**src/rtl/nrisc_pkg.sv**
```systemverilog
`default_nettype none
// ============================================================================
// Package     : nrisc_pkg
// Description : Definitions shared by the nRisc core, its memories and the
//               run controller. Holds the run-state encoding, the default
//               halt opcode and the default address and instruction widths.
// Revision    : 1.0 - initial release
// ============================================================================
package nrisc_pkg;

    // Widths used by the core and by the instruction memory
    localparam int unsigned c_ADDR_W      = 8;
    localparam int unsigned c_INSTR_W     = 8;

    // Instruction value that ends a program
    localparam int unsigned c_HALT_OPCODE = 0;

    // Run-control states
    typedef enum logic [2:0] {
        IDLE    = 3'd0,
        BOOT    = 3'd1,
        RUN     = 3'd2,
        HALT    = 3'd3,
        TIMEOUT = 3'd4
    } run_state_t;

endpackage
`default_nettype wire

```
**src/rtl/run_controller_if.sv**
```systemverilog
`default_nettype none
// ============================================================================
// Interface   : run_controller_if
// Description : Host/core side signal bundle of the run controller.
//               master : host side. Drives Start, PC, Instrucao and TraceRead.
//               slave  : run controller. Drives the core controls, the status
//                        outputs and the trace FIFO head.
// Revision    : 1.0 - initial release
// ============================================================================
interface run_controller_if #(
    parameter int unsigned ADDR_W  = nrisc_pkg::c_ADDR_W,
    parameter int unsigned INSTR_W = nrisc_pkg::c_INSTR_W,
    parameter int unsigned CYCLE_W = 16
);
    logic                 Start;
    logic [ADDR_W-1:0]    PC;
    logic [INSTR_W-1:0]   Instrucao;
    logic                 CoreReset;
    logic                 CoreRun;
    logic                 Halted;
    logic                 TimedOut;
    logic [CYCLE_W-1:0]   CycleCount;
    logic                 TraceRead;
    logic                 TraceValid;
    logic [ADDR_W-1:0]    TracePC;
    logic [INSTR_W-1:0]   TraceInstr;
    logic                 TraceOverflow;

    modport master (
        output Start, PC, Instrucao, TraceRead,
        input  CoreReset, CoreRun, Halted, TimedOut, CycleCount,
               TraceValid, TracePC, TraceInstr, TraceOverflow
    );

    modport slave (
        input  Start, PC, Instrucao, TraceRead,
        output CoreReset, CoreRun, Halted, TimedOut, CycleCount,
               TraceValid, TracePC, TraceInstr, TraceOverflow
    );
endinterface
`default_nettype wire

```
**src/rtl/run_controller_trace_fifo.sv**
```systemverilog
`default_nettype none
// ============================================================================
// Module      : trace_fifo
// Description : Show-ahead FIFO holding the retired (PC, instruction) trace.
//               Read and write pointers carry one extra wrap bit, so full and
//               empty are told apart without an occupancy counter.
// Ports       : Clock, Reset (sync, active low), clear (sync empty),
//               push/din (write), pop/dout (read, dout = head entry),
//               full, empty
// Revision    : 1.0 - initial release
// ============================================================================
module trace_fifo #(
    parameter int unsigned WIDTH = 16,
    parameter int unsigned DEPTH = 8
) (
    input  logic             Clock,
    input  logic             Reset,
    input  logic             clear,
    input  logic             push,
    input  logic             pop,
    input  logic [WIDTH-1:0] din,
    output logic [WIDTH-1:0] dout,
    output logic             full,
    output logic             empty
);
    localparam int unsigned c_PTR_W = $clog2(DEPTH);

    logic [c_PTR_W:0]  r_wr_ptr;
    logic [c_PTR_W:0]  r_rd_ptr;
    logic [WIDTH-1:0]  r_mem [DEPTH];
    logic              w_do_pop;
    logic              w_do_push;

    assign empty = (r_wr_ptr == r_rd_ptr);
    assign full  = (r_wr_ptr[c_PTR_W] != r_rd_ptr[c_PTR_W]) &&
                   (r_wr_ptr[c_PTR_W-1:0] == r_rd_ptr[c_PTR_W-1:0]);

    // A pop on an empty FIFO is ignored. A push into a full FIFO only lands
    // when a pop frees a slot on the same edge.
    assign w_do_pop  = pop && !empty;
    assign w_do_push = push && (!full || w_do_pop);

    assign dout = r_mem[r_rd_ptr[c_PTR_W-1:0]];

    always_ff @(posedge Clock) begin
        if (!Reset || clear) begin
            r_wr_ptr <= '0;
            r_rd_ptr <= '0;
        end else begin
            if (w_do_push) r_wr_ptr <= r_wr_ptr + 1'b1;
            if (w_do_pop)  r_rd_ptr <= r_rd_ptr + 1'b1;
        end
    end

    // Storage needs no reset: an entry is only visible once a push has written it
    always_ff @(posedge Clock) begin
        if (w_do_push) r_mem[r_wr_ptr[c_PTR_W-1:0]] <= din;
    end
endmodule
`default_nettype wire

```
**src/rtl/run_controller.sv**
```systemverilog
`default_nettype none
// ============================================================================
// Module      : run_controller
// Description : Run-control and trace unit for the nRisc core. Holds the core
//               in reset while booting, then gates it with a clock-enable.
//               Stops on the halt opcode or when the cycle budget runs out.
//               Every retired (PC, instruction) pair is recorded in a trace
//               FIFO that the host can drain.
// Ports       : Clock   - system clock, rising edge
//               Reset   - synchronous active-low reset
//               bus     - run_controller_if.slave: Start, PC, Instrucao and
//                         TraceRead in; CoreReset, CoreRun, Halted, TimedOut,
//                         CycleCount, TraceValid/TracePC/TraceInstr and
//                         TraceOverflow out
// Revision    : 1.0 - initial release
// ============================================================================
module run_controller
    import nrisc_pkg::*;
#(
    parameter int unsigned ADDR_W      = c_ADDR_W,
    parameter int unsigned INSTR_W     = c_INSTR_W,
    parameter int unsigned HALT_OPCODE = c_HALT_OPCODE,
    parameter int unsigned CYCLE_W     = 16,
    parameter int unsigned MAX_CYCLES  = 1000,
    parameter int unsigned BOOT_CYCLES = 2,
    parameter int unsigned TRACE_DEPTH = 8
) (
    input  logic            Clock,
    input  logic            Reset,
    run_controller_if.slave bus
);
    localparam logic [INSTR_W-1:0]  c_HALT      = INSTR_W'(HALT_OPCODE);
    localparam int unsigned         c_BOOT_W    = (BOOT_CYCLES > 1) ? $clog2(BOOT_CYCLES) : 1;
    localparam logic [c_BOOT_W-1:0] c_BOOT_LAST = c_BOOT_W'(BOOT_CYCLES - 1);
    localparam int unsigned         c_FIFO_W    = ADDR_W + INSTR_W;

    run_state_t            r_state;
    logic [c_BOOT_W-1:0]   r_boot_cnt;
    logic [CYCLE_W-1:0]    r_cycle_count;
    logic                  r_core_reset;
    logic                  r_core_run;
    logic                  r_halted;
    logic                  r_timed_out;
    logic                  r_overflow;

    logic                  w_start_ok;
    logic                  w_is_halt;
    logic                  w_push;
    logic                  w_drop;
    logic [CYCLE_W:0]      w_count_inc;
    logic                  w_budget_hit;
    logic                  w_fifo_full;
    logic                  w_fifo_empty;
    logic [c_FIFO_W-1:0]   w_fifo_dout;

    // Start is honoured only while the core is parked
    assign w_start_ok = bus.Start &&
                        ((r_state == IDLE) || (r_state == HALT) || (r_state == TIMEOUT));
    assign w_is_halt  = (bus.Instrucao == c_HALT);
    assign w_push     = (r_state == RUN) && !w_is_halt;

    // Full with no pop on the same edge means the new entry is lost
    assign w_drop     = w_push && w_fifo_full && !bus.TraceRead;

    // The budget test uses the unsaturated successor, so a budget equal to
    // 2^CYCLE_W is still reached once
    assign w_count_inc  = {1'b0, r_cycle_count} + 1'b1;
    assign w_budget_hit = (MAX_CYCLES != 0) && (64'(w_count_inc) == 64'(MAX_CYCLES));

    always_ff @(posedge Clock) begin
        if (!Reset) begin
            r_state       <= IDLE;
            r_boot_cnt    <= '0;
            r_cycle_count <= '0;
            r_core_reset  <= 1'b1;
            r_core_run    <= 1'b0;
            r_halted      <= 1'b0;
            r_timed_out   <= 1'b0;
        end else begin
            case (r_state)
                IDLE, HALT, TIMEOUT: begin
                    if (bus.Start) begin
                        r_state       <= BOOT;
                        r_boot_cnt    <= '0;
                        r_cycle_count <= '0;
                        r_core_reset  <= 1'b1;
                        r_core_run    <= 1'b0;
                        r_halted      <= 1'b0;
                        r_timed_out   <= 1'b0;
                    end
                end
                BOOT: begin
                    if (r_boot_cnt == c_BOOT_LAST) begin
                        r_state      <= RUN;
                        r_core_reset <= 1'b0;
                        r_core_run   <= 1'b1;
                    end else begin
                        r_boot_cnt <= r_boot_cnt + c_BOOT_W'(1);
                    end
                end
                RUN: begin
                    // Halt is tested first so it wins over an expiring budget
                    if (w_is_halt) begin
                        r_state    <= HALT;
                        r_halted   <= 1'b1;
                        r_core_run <= 1'b0;
                    end else begin
                        if (r_cycle_count != {CYCLE_W{1'b1}})
                            r_cycle_count <= r_cycle_count + 1'b1;
                        if (w_budget_hit) begin
                            r_state     <= TIMEOUT;
                            r_timed_out <= 1'b1;
                            r_core_run  <= 1'b0;
                        end
                    end
                end
                default: begin
                    r_state      <= IDLE;
                    r_core_reset <= 1'b1;
                    r_core_run   <= 1'b0;
                end
            endcase
        end
    end

    // Sticky drop flag, cleared together with the FIFO
    always_ff @(posedge Clock) begin
        if (!Reset || w_start_ok)
            r_overflow <= 1'b0;
        else if (w_drop)
            r_overflow <= 1'b1;
    end

    trace_fifo #(
        .WIDTH (c_FIFO_W),
        .DEPTH (TRACE_DEPTH)
    ) u_trace_fifo (
        .Clock (Clock),
        .Reset (Reset),
        .clear (w_start_ok),
        .push  (w_push),
        .pop   (bus.TraceRead),
        .din   ({bus.PC, bus.Instrucao}),
        .dout  (w_fifo_dout),
        .full  (w_fifo_full),
        .empty (w_fifo_empty)
    );

    assign bus.CoreReset     = r_core_reset;
    assign bus.CoreRun       = r_core_run;
    assign bus.Halted        = r_halted;
    assign bus.TimedOut      = r_timed_out;
    assign bus.CycleCount    = r_cycle_count;
    assign bus.TraceOverflow = r_overflow;
    assign bus.TraceValid    = !w_fifo_empty;
    assign {bus.TracePC, bus.TraceInstr} = w_fifo_dout;
endmodule
`default_nettype wire

```
**src/flat_wrapper.sv**
```systemverilog
// flat-port wrapper written by rule: the top's interface ports become plain ports
module run_controller_flat import nrisc_pkg::*;
#(
    parameter int unsigned ADDR_W      = c_ADDR_W,
    parameter int unsigned INSTR_W     = c_INSTR_W,
    parameter int unsigned HALT_OPCODE = c_HALT_OPCODE,
    parameter int unsigned CYCLE_W     = 16,
    parameter int unsigned MAX_CYCLES  = 1000,
    parameter int unsigned BOOT_CYCLES = 2,
    parameter int unsigned TRACE_DEPTH = 8
)
  (Clock, Reset, bus_Start, bus_PC, bus_Instrucao, bus_TraceRead, bus_CoreReset, bus_CoreRun, bus_Halted, bus_TimedOut, bus_CycleCount, bus_TraceValid, bus_TracePC, bus_TraceInstr, bus_TraceOverflow);
  run_controller_if #(.ADDR_W(ADDR_W), .INSTR_W(INSTR_W), .CYCLE_W(CYCLE_W)) bus_i ();
  input  logic Clock;
  input  logic Reset;
  input wire logic [$bits(bus_i.Start)-1:0] bus_Start;
  input wire logic [$bits(bus_i.PC)-1:0] bus_PC;
  input wire logic [$bits(bus_i.Instrucao)-1:0] bus_Instrucao;
  input wire logic [$bits(bus_i.TraceRead)-1:0] bus_TraceRead;
  output wire logic [$bits(bus_i.CoreReset)-1:0] bus_CoreReset;
  output wire logic [$bits(bus_i.CoreRun)-1:0] bus_CoreRun;
  output wire logic [$bits(bus_i.Halted)-1:0] bus_Halted;
  output wire logic [$bits(bus_i.TimedOut)-1:0] bus_TimedOut;
  output wire logic [$bits(bus_i.CycleCount)-1:0] bus_CycleCount;
  output wire logic [$bits(bus_i.TraceValid)-1:0] bus_TraceValid;
  output wire logic [$bits(bus_i.TracePC)-1:0] bus_TracePC;
  output wire logic [$bits(bus_i.TraceInstr)-1:0] bus_TraceInstr;
  output wire logic [$bits(bus_i.TraceOverflow)-1:0] bus_TraceOverflow;
  assign bus_i.Start = bus_Start;
  assign bus_i.PC = bus_PC;
  assign bus_i.Instrucao = bus_Instrucao;
  assign bus_i.TraceRead = bus_TraceRead;
  assign bus_CoreReset = bus_i.CoreReset;
  assign bus_CoreRun = bus_i.CoreRun;
  assign bus_Halted = bus_i.Halted;
  assign bus_TimedOut = bus_i.TimedOut;
  assign bus_CycleCount = bus_i.CycleCount;
  assign bus_TraceValid = bus_i.TraceValid;
  assign bus_TracePC = bus_i.TracePC;
  assign bus_TraceInstr = bus_i.TraceInstr;
  assign bus_TraceOverflow = bus_i.TraceOverflow;
  run_controller #(.ADDR_W(ADDR_W), .INSTR_W(INSTR_W), .HALT_OPCODE(HALT_OPCODE), .CYCLE_W(CYCLE_W), .MAX_CYCLES(MAX_CYCLES), .BOOT_CYCLES(BOOT_CYCLES), .TRACE_DEPTH(TRACE_DEPTH)) u_core (.Clock(Clock), .Reset(Reset), .bus(bus_i));
endmodule
```
**config.mk**
```make
export PLATFORM = sky130hd
export DESIGN_NAME = run_controller_flat
export DESIGN_NICKNAME = d
export VERILOG_FILES = /design/src/rtl/nrisc_pkg.sv /design/src/rtl/run_controller_if.sv /design/src/rtl/run_controller_trace_fifo.sv /design/src/rtl/run_controller.sv /design/src/flat_wrapper.sv
export SDC_FILE = /design/constraint.sdc
export NUM_CORES = 1
export LEC_CHECK = 0
export CAP_MARGIN = 20
export CELL_PAD_IN_SITES_DETAIL_PLACEMENT = 0
export CELL_PAD_IN_SITES_GLOBAL_PLACEMENT = 1
export CORE_MARGIN = 4
export CORE_UTILIZATION = 45
export CTS_BUF_LIST = sky130_fd_sc_hd__clkbuf_16
export DETAILED_ROUTE_END_ITERATION = 12
export PLACE_DENSITY_LB_ADDON = 0.1
export SYNTH_ARGS = -nofsm -noshare
export SYNTH_HDL_FRONTEND = slang
export SYNTH_HIERARCHICAL = 1
export SYNTH_SLANG_ARGS = --single-unit
```
**constraint.sdc**
```tcl
create_clock -name Clock -period 7.3 [get_ports Clock]
set_clock_uncertainty 0.1 [all_clocks]
set_input_delay 0.73 -clock Clock [delete_from_list [all_inputs] [get_ports Clock]]
set_output_delay 0.73 -clock Clock [all_outputs]
set_load 0.01 [all_outputs]
```
==> out/metrics.yaml, run 1 <==
cts_made_buffers: 17
nFillCells: 1283
drive_gt1_share_pct: 19.27
clk_latency_ps: 420
drt-initial-drc-count: 278
firstDrtPassIters: 4
p_comb_w: 0.0000859
worst_path_max_delay_cell: "a211oi_2"
antenna_left: 0
post_cts_buffers: 0
drc: 0
hold_path.class: "reg -> reg"
drv_cap: 0
common_cells: "edfxtp_1 (128), dfxtp_1 (36), mux4_2 (32)"
fp_util_pct: 46.21
worst_pin_slew_ps: 1046
status: "completed"
p_per_area_nw_per_um2: 228.9
enable_flop_cells: 128
grt_overflow_total: 0
ctsLongestPathBuffers: 2
clock.fmax_ghz: 0.2709
ios: 58
grt_max_degree: 33
crit_type: "in -> reg"
cts_root_buffer: "clkbuf_16"
ys_cells: 475
warning_count: 27
mux_share_pct: 13.30
slew_headroom_pct: 30.17
hold_depth: 2
cts_hold_buf: 0
p_clk_w: 0.000817
r2r-end: "u_core/bus.CycleCount[7]$_SDFFE_PN0P_"
die_x_um: 133.4
die_area_um2: 17800
antenna_found_initial: 0
ys_sh_xor_pct: 1.821
hold_end: "u_core/bus.TimedOut$_SDFFE_PN0P_"
ys_ff: 164
yosys_most_used_dff: "edfxtp_1"
fin_crit_sh_pct: 50.58
ys_sh_simple_pct: 9.176
gp_congestion: 0.7551
drt-wirelength-per-cell_um: 20.14
aoi_share_pct: 7.514
coreArea_um2: 15310
ys_seq_share_pct: 64.50
cp-endpoint: "u_core/u_trace_fifo/r_mem[2][1]$_DFFE_PP_"
cts_resized: 0
start_kind: "primary input"
synthAdderAreaFrac_pct: 0.7072
grt-busiest-layer: "met2"
yosysTopAreaCellShare_pct: 54.31
p_seq_share_pct: 53.0
synth_area_um2: 7077
cp_num_buf_inv: 2
ys_chip_area_um2: 7077
synth_cells: 475
async_flop_share_pct: 0
period_minus_slack_ps: 3692
viasPerCell: 5.578
cts_sinks: 164
hpwlAfterDp_um: 9597
vias: 4217
max_stage_delay_ps: 750
avgSynthCellArea_um2: 14.90
area_growth_pct: 18.60
fin_tns_setup_ps: 0
combPwrFrac_pct: 4.5
row_count: 45
p_clk_share_pct: 42.5
worstPathRequired_ps: 7320
grt_use_met1_pct: 25.57
rsz0062_at_grt: "no"
path_cells: "clkdlybuf4s50_1 > nor4_1 > a211oi_2 > o21ai_1 > nor3_2 > buf_4"
worst-path-max-fanout: 13
p_leak_nw: 2.664
regToRegSetupSlack_ps: 3860
die_h_um: 133.4
ff2ff_path_depth: 7
cts_max_level: 4
yosysWarnings: 6
diodes: 0
slew_violations: 0
grt_pass1_vias: 4321
top_logic_kind: "multiplexers"
floorplan.nets: 499
wl_um: 15230
grtUsageMet3_pct: 3.814
r2r_start: "u_core/bus.CycleCount[0]$_SDFFE_PN0P_"
end_kind: "flip-flop"
min_from: "u_core/bus.TimedOut$_SDFFE_PN0P_"
swShare_pct: 21.34
critPathLaunch: "bus_Instrucao[0]"
power_switching_w: 0.0004099
finalHoldViolCount: 0
yosysTopAreaCell: "edfxtp_1"
num-nets-final: 556
synth_top_cell_by_count: "edfxtp_1"
maxPowerGroup: "registers"
internal-power_w: 0.001511
cp_num_cells: 6
portBuffers: 57
largest_register_ffs: 128
grt_pass1_wl_um: 24270
synth.distinct_cells: 64
path_delay_family: "AND-OR/OR-AND gates"
synthTopCellsByArea: "edfxtp_1 (54%), dfxtp_1 (10%), mux4_2 (10%)"
setup_viol: 0
arrival_ps: 3710
max-vdd-ir-drop_mv: 0.1606
path_clk_slew_ps: 60
cts_tree: "done"
-- run 1: metrics by stage --
| stage | hold slack (ps) | cells | total power (W) | setup WS (ps) | area (um^2) |
|---|---|---|---|---|---|
| 5_1_grt | 403.2 | 756 | 0.001988 | 3365 | 8393 |
| 6_report | 372.5 | 756 | 0.001921 | 3608 | 8393 |
| 4_1_cts | 373.5 | 756 | 0.001941 | 3598 | 8393 |
| 3_5_place_dp | 365.0 | 724 | 0.001125 | 3133 | 7851 |
| 3_3_place_gp | 356.2 | 724 | 0.001123 | 3255 | 7851 |
| 2_1_floorplan | 378.7 | 475 | 0.001082 | 3620 | 7077 |
-- run 1: placed cells by master (no fill, tap or decap), types with 3 or more instances in the layout --
cell type and n:
dfxtp_1 35, clkbuf_16 17, ha_1 4, nand2b_1 7, o21ai_0 16, nor2_1 27
clkinv_1 4, a31oi_1 6, mux4_2 32, o211ai_1 3, mux2_2 16, xnor2_1 5
clkinvlp_4 3, inv_1 12, nand4_1 6, clkdlybuf4s50_1 57, xor2_1 6, nor3_1 7
nand3_1 5, nor3_2 5, a211oi_1 3, nor4_1 5, o21a_1 5, nand2_1 26
or3_1 6, nand3b_1 4, a21oi_1 29, nand4b_1 3, buf_4 10, edfxtp_1 128
mux2i_1 4
-- run 1: routing by layer --
layer | vias up | routed length (um)
met4 | 0 | 179
li1 | 1966 | -
met1 | 2157 | 7209
met5 | - | 0
met2 | 80 | 7276
met3 | 14 | 564
-- run 1: layout make-up --
cell class | count | area, um^2 | area share, %
clock inverter | 15 | 116.4 | 1.386
multi-input combinational | 270 | 2331 | 27.77
clock buffer | 17 | 425.4 | 5.069
timing repair buffer | 67 | 645.6 | 7.692
sequential | 164 | 4566 | 54.40
inverter | 12 | 45.04 | 0.5367
tap | 211 | 264.0 | 3.145
Fig. 1: run 1, selected gate families
Scale bar: 50 um.
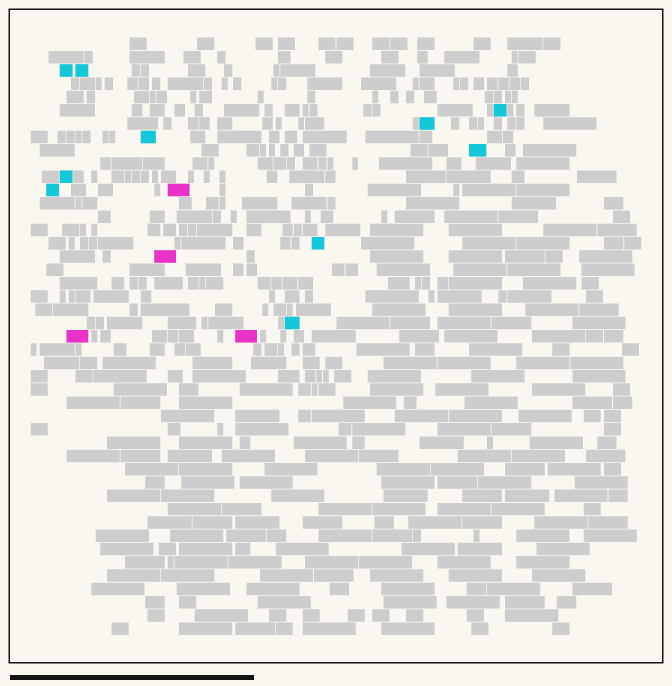
Key: magenta = adder and majority cells [cells 4, most used ha_1, where west]; cyan = AND-OR and OR-AND gates [cells 10, most used o21a_1]

Fig. 2: run 1, routing congestion
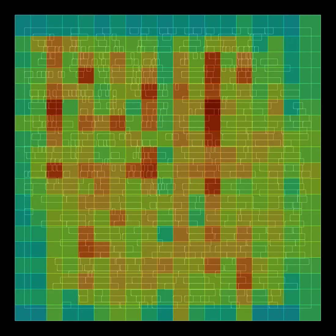
met2 usage: 28.02%
Util after Layout: 54.80%
Total Routing Usage GR: 17.96%

Fig. 3: run 1, sequential cells coloured by netlist name
Scale bar: 50 um. Other sequential cells in the stronger grey, the rest of the logic in the fainter grey.
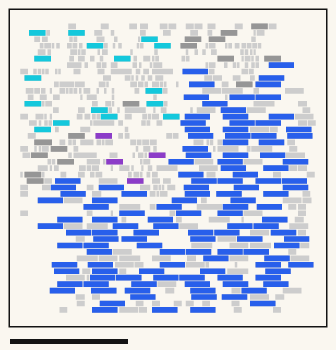
Key: blue = `u_core/u_trace_fifo/r_mem` [sequential cells 128]; purple = `u_core/u_trace_fifo/r_wr_ptr` [sequential cells 4]; cyan = `u_core/bus.CycleCount` [sequential cells 16]
P_seq: 0.00102 W
Flop area: 4566 um^2
flop share of the area: 54.40%

Fig. 4: run 1, sizing map
Scale bar: 50 um.
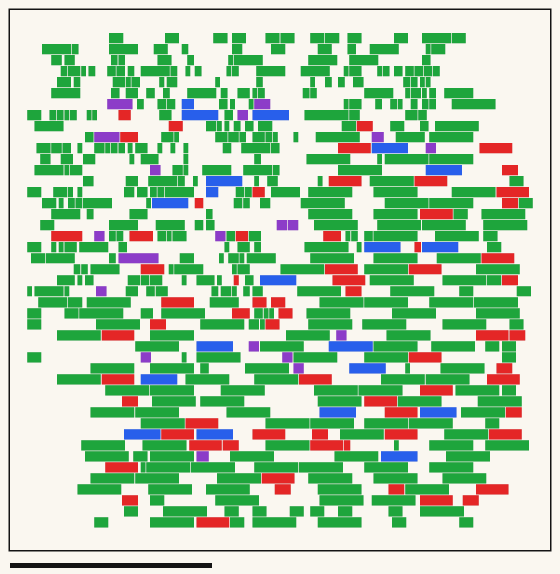

==> inputs of run 2 (changes only) <==
--- a/config.mk
+++ b/config.mk
@@ -9,7 +9,7 @@
 export CELL_PAD_IN_SITES_DETAIL_PLACEMENT = 0
 export CELL_PAD_IN_SITES_GLOBAL_PLACEMENT = 1
 export CORE_MARGIN = 4
-export CORE_UTILIZATION = 45
+export CORE_UTILIZATION = 44
 export CTS_BUF_LIST = sky130_fd_sc_hd__clkbuf_16
 export DETAILED_ROUTE_END_ITERATION = 12
 export PLACE_DENSITY_LB_ADDON = 0.1
==> constraint.sdc (replaced) <==
create_clock -name Clock -period 3 [get_ports Clock]
set_clock_uncertainty 0.1 [all_clocks]
set_input_delay 0.3 -clock Clock [delete_from_list [all_inputs] [get_ports Clock]]
set_output_delay 0.3 -clock Clock [all_outputs]
set_load 0.01 [all_outputs]
Fig. 5: run 2, sizing map
Scale bar: 50 um.
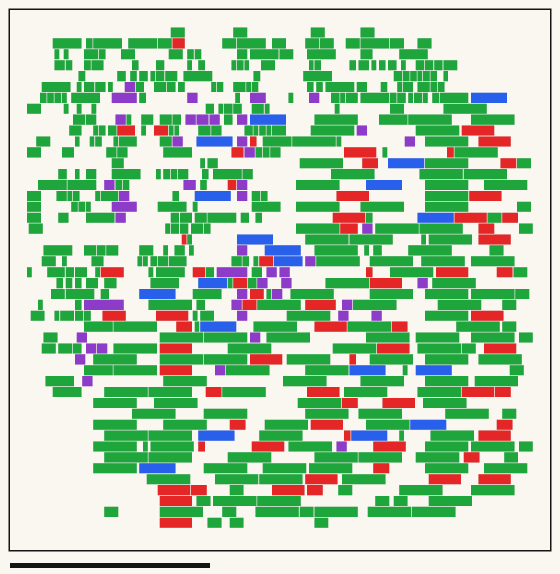
Key: red = drive 2 [cells 69, share 12%]; green = drive 1 or less [cells 440, share 77%]; purple = drive 3 to 4 [cells 47, share 8.2%]; blue = drive 6 and up [cells 19, share 3.3%]

Fig. 6: run 2, sequential cells coloured by netlist name
Scale bar: 50 um. Other sequential cells in the stronger grey, the rest of the logic in the fainter grey.
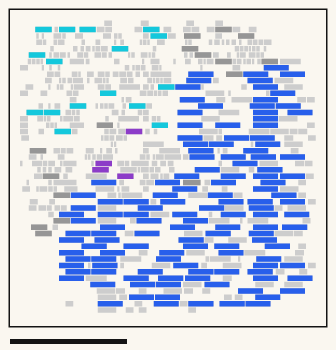
Key: cyan = `u_core/bus.CycleCount` [sequential cells 16]; blue = `u_core/u_trace_fifo/r_mem` [sequential cells 128]; purple = `u_core/u_trace_fifo/r_wr_ptr` [sequential cells 4]
flop share of the area: 52.95%
P_seq: 0.00248 W

Fig. 7: run 2, placed cells, one colour a class
Scale bar: 50 um.
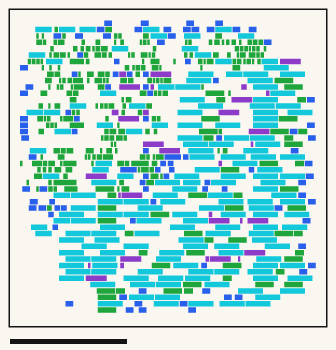
Key: cyan = flops [cells 164]; blue = other buffers and delay cells [cells 97]; purple = clock drivers and dummy loads [cells 32]; green = all other logic [cells 282]

==> run 2 against run 1 <==
Worst setup slack worse by 3400 ps. Critical path type is now reg -> out. Sequential power is 140% higher. First-iteration DRC count is 24% higher. Die size is 2.1% higher. Final area is 2.7% higher. Worst hold slack worse by 6.3 ps. Global-route usage is 0.15 points higher. Synthesized cell count stayed put. Register-to-register slack worse by 3500 ps. Area after synthesis stayed put. Combinational power went up to 2.8 times the previous value.
==> out/metrics.yaml, run 2 <==
grt_overflow_total: 0  # unchanged
fin_crit_sh_pct: 94.36
nFillCells: 1296  # +1.0%
ios: 58  # unchanged
r2r_start: "u_core/bus.CycleCount[2]$_SDFFE_PN0P_"
cts_hold_buf: 0  # unchanged
min_from: "u_core/bus.TimedOut$_SDFFE_PN0P_"
grt_pass1_wl_um: 24560  # +1.2%
regArea_um2: 4566  # unchanged
crit_type: "reg -> out"
period_minus_slack_ps: 2831
post_dp_cell_area_um2: 8117  # +3.4%
die_area_um2: 18180  # +2.1%
die_x_um: 134.8  # +1.1%
cts_root_buffer: "clkbuf_16"
final-comb-area_um2: 2340  # +0.38%
drc: 0  # unchanged
worstPathRequired_ps: 2600  # -4720 ps
r2r-end: "u_core/bus.CycleCount[3]$_SDFFE_PN0P_"
num-nets-final: 586  # +5.4%
viasPerCell: 5.469  # -2.0%
design_area_um2: 8623  # +2.7%
p_leak_nw: 2.826  # +6.1%
area_growth_pct: 21.85
regToRegSetupSlack_ps: 320  # -3540 ps
status: "completed"
cts_resized: 0  # unchanged
die_h_um: 134.8  # +1.1%
synthTopCellsByArea: "edfxtp_1 (54%), dfxtp_1 (10%), mux4_2 (10%)"
ys_seq_share_pct: 64.50  # unchanged
largest_register_ffs: 128  # unchanged
lay_top_count: "edfxtp_1"
portBuffers: 57  # unchanged
yosysWarnings: 6  # unchanged
synth.distinct_cells: 64  # unchanged
synth_area_um2: 7077  # unchanged
diodes: 0  # unchanged
hold_path.class: "reg -> reg"
row_count: 46  # +2.2%
enable_flop_cells: 128  # unchanged
max-vdd-ir-drop_mv: 0.3908  # +140%
fin_cells: 791  # +4.6%
arrival_ps: 2430  # -1280 ps
ys_ff: 164  # unchanged
yosysTopAreaCellShare_pct: 54.31  # unchanged
drt-initial-drc-count: 345  # +24%
setup_viol: 0  # unchanged
warning_count: 28  # +3.7%
post_cts_buffers: 0  # unchanged
common_cells: "edfxtp_1 (128), dfxtp_1 (36), mux4_2 (32)"
place_inst: 759  # +4.8%
slew_headroom_pct: 46.95  # +17 points
drv_cap: 0  # unchanged
ys_chip_area_um2: 7077  # unchanged
fp_util_pct: 44.71  # -1.5 points
vias: 4326  # +2.6%
wl_um: 15580  # +2.3%
ys_cells: 475  # unchanged
hpwlAfterDp_um: 10570  # +10%
cts_made_buffers: 17  # unchanged
[run 2: worst max-delay path, cell delays in order (launching register included)]
cell and delay, ps:
dfxtp_2 320, buf_4 310, mux4_2 580, mux2_2 300, clkdlybuf4s50_1 490
[run 2: power breakdown]
part	switching [W]	internal, W	leakage [nW]
Clock	0.000837	0.00103	0.264
Combinational	0.000136	0.000104	1.12
Sequential	0.0000144	0.00246	1.44
Total	0.000988	0.00360	2.83
[run 2: cell type report]
cell class	count	share of cell area, %
Inverter	12	0.5223
Sequential cell	164	52.95
Clock inverter	15	0.9431
Tap cell	216	3.134
Clock buffer	17	4.933
Timing Repair Buffer	97	10.39
Multi-Input combinational cell	270	27.13
[run 2: how the worst min path moves through the flow]
| stage | end | slack [ps] | cells past startpoint |
|---|---|---|---|
| finish | u_core/bus.TimedOut$_SDFFE_PN0P_ | 370 | 2 |
| floorplan | u_core/u_trace_fifo/r_mem[0][0]$_DFFE_PP_ | 300 | 0 |
| global placement | u_core/bus.TimedOut$_SDFFE_PN0P_ | 360 | 2 |
| CTS | u_core/bus.TimedOut$_SDFFE_PN0P_ | 370 | 2 |
| detailed placement | u_core/bus.TimedOut$_SDFFE_PN0P_ | 360 | 2 |
| global route | u_core/bus.TimedOut$_SDFFE_PN0P_ | 420 | 2 |
[run 2: routing by layer]
layer	up-vias	global-route usage (%)	wire, um
li1	2024	-	-
met3	12	3.800	472
met2	93	27.38	7441
met5	-	0	0
met1	2197	26.60	7499
met4	0	5.486	165
[run 2: cells by family (layout without fill, tap and decap cells)]
logic type	Yosys count	in the layout	share of synthesized area (%)
and+or+nand+nor	118	118	9.176
muxes	52	52	13.30
buffers and inverters	41	141	2.988
AOI/OAI and AO/OA	83	83	7.514
DFF	164	164	64.50
xor gates and xnor gates	13	13	1.821
adders and majority gates	4	4	0.7072
Power is estimated from default activity; no workload was simulated.
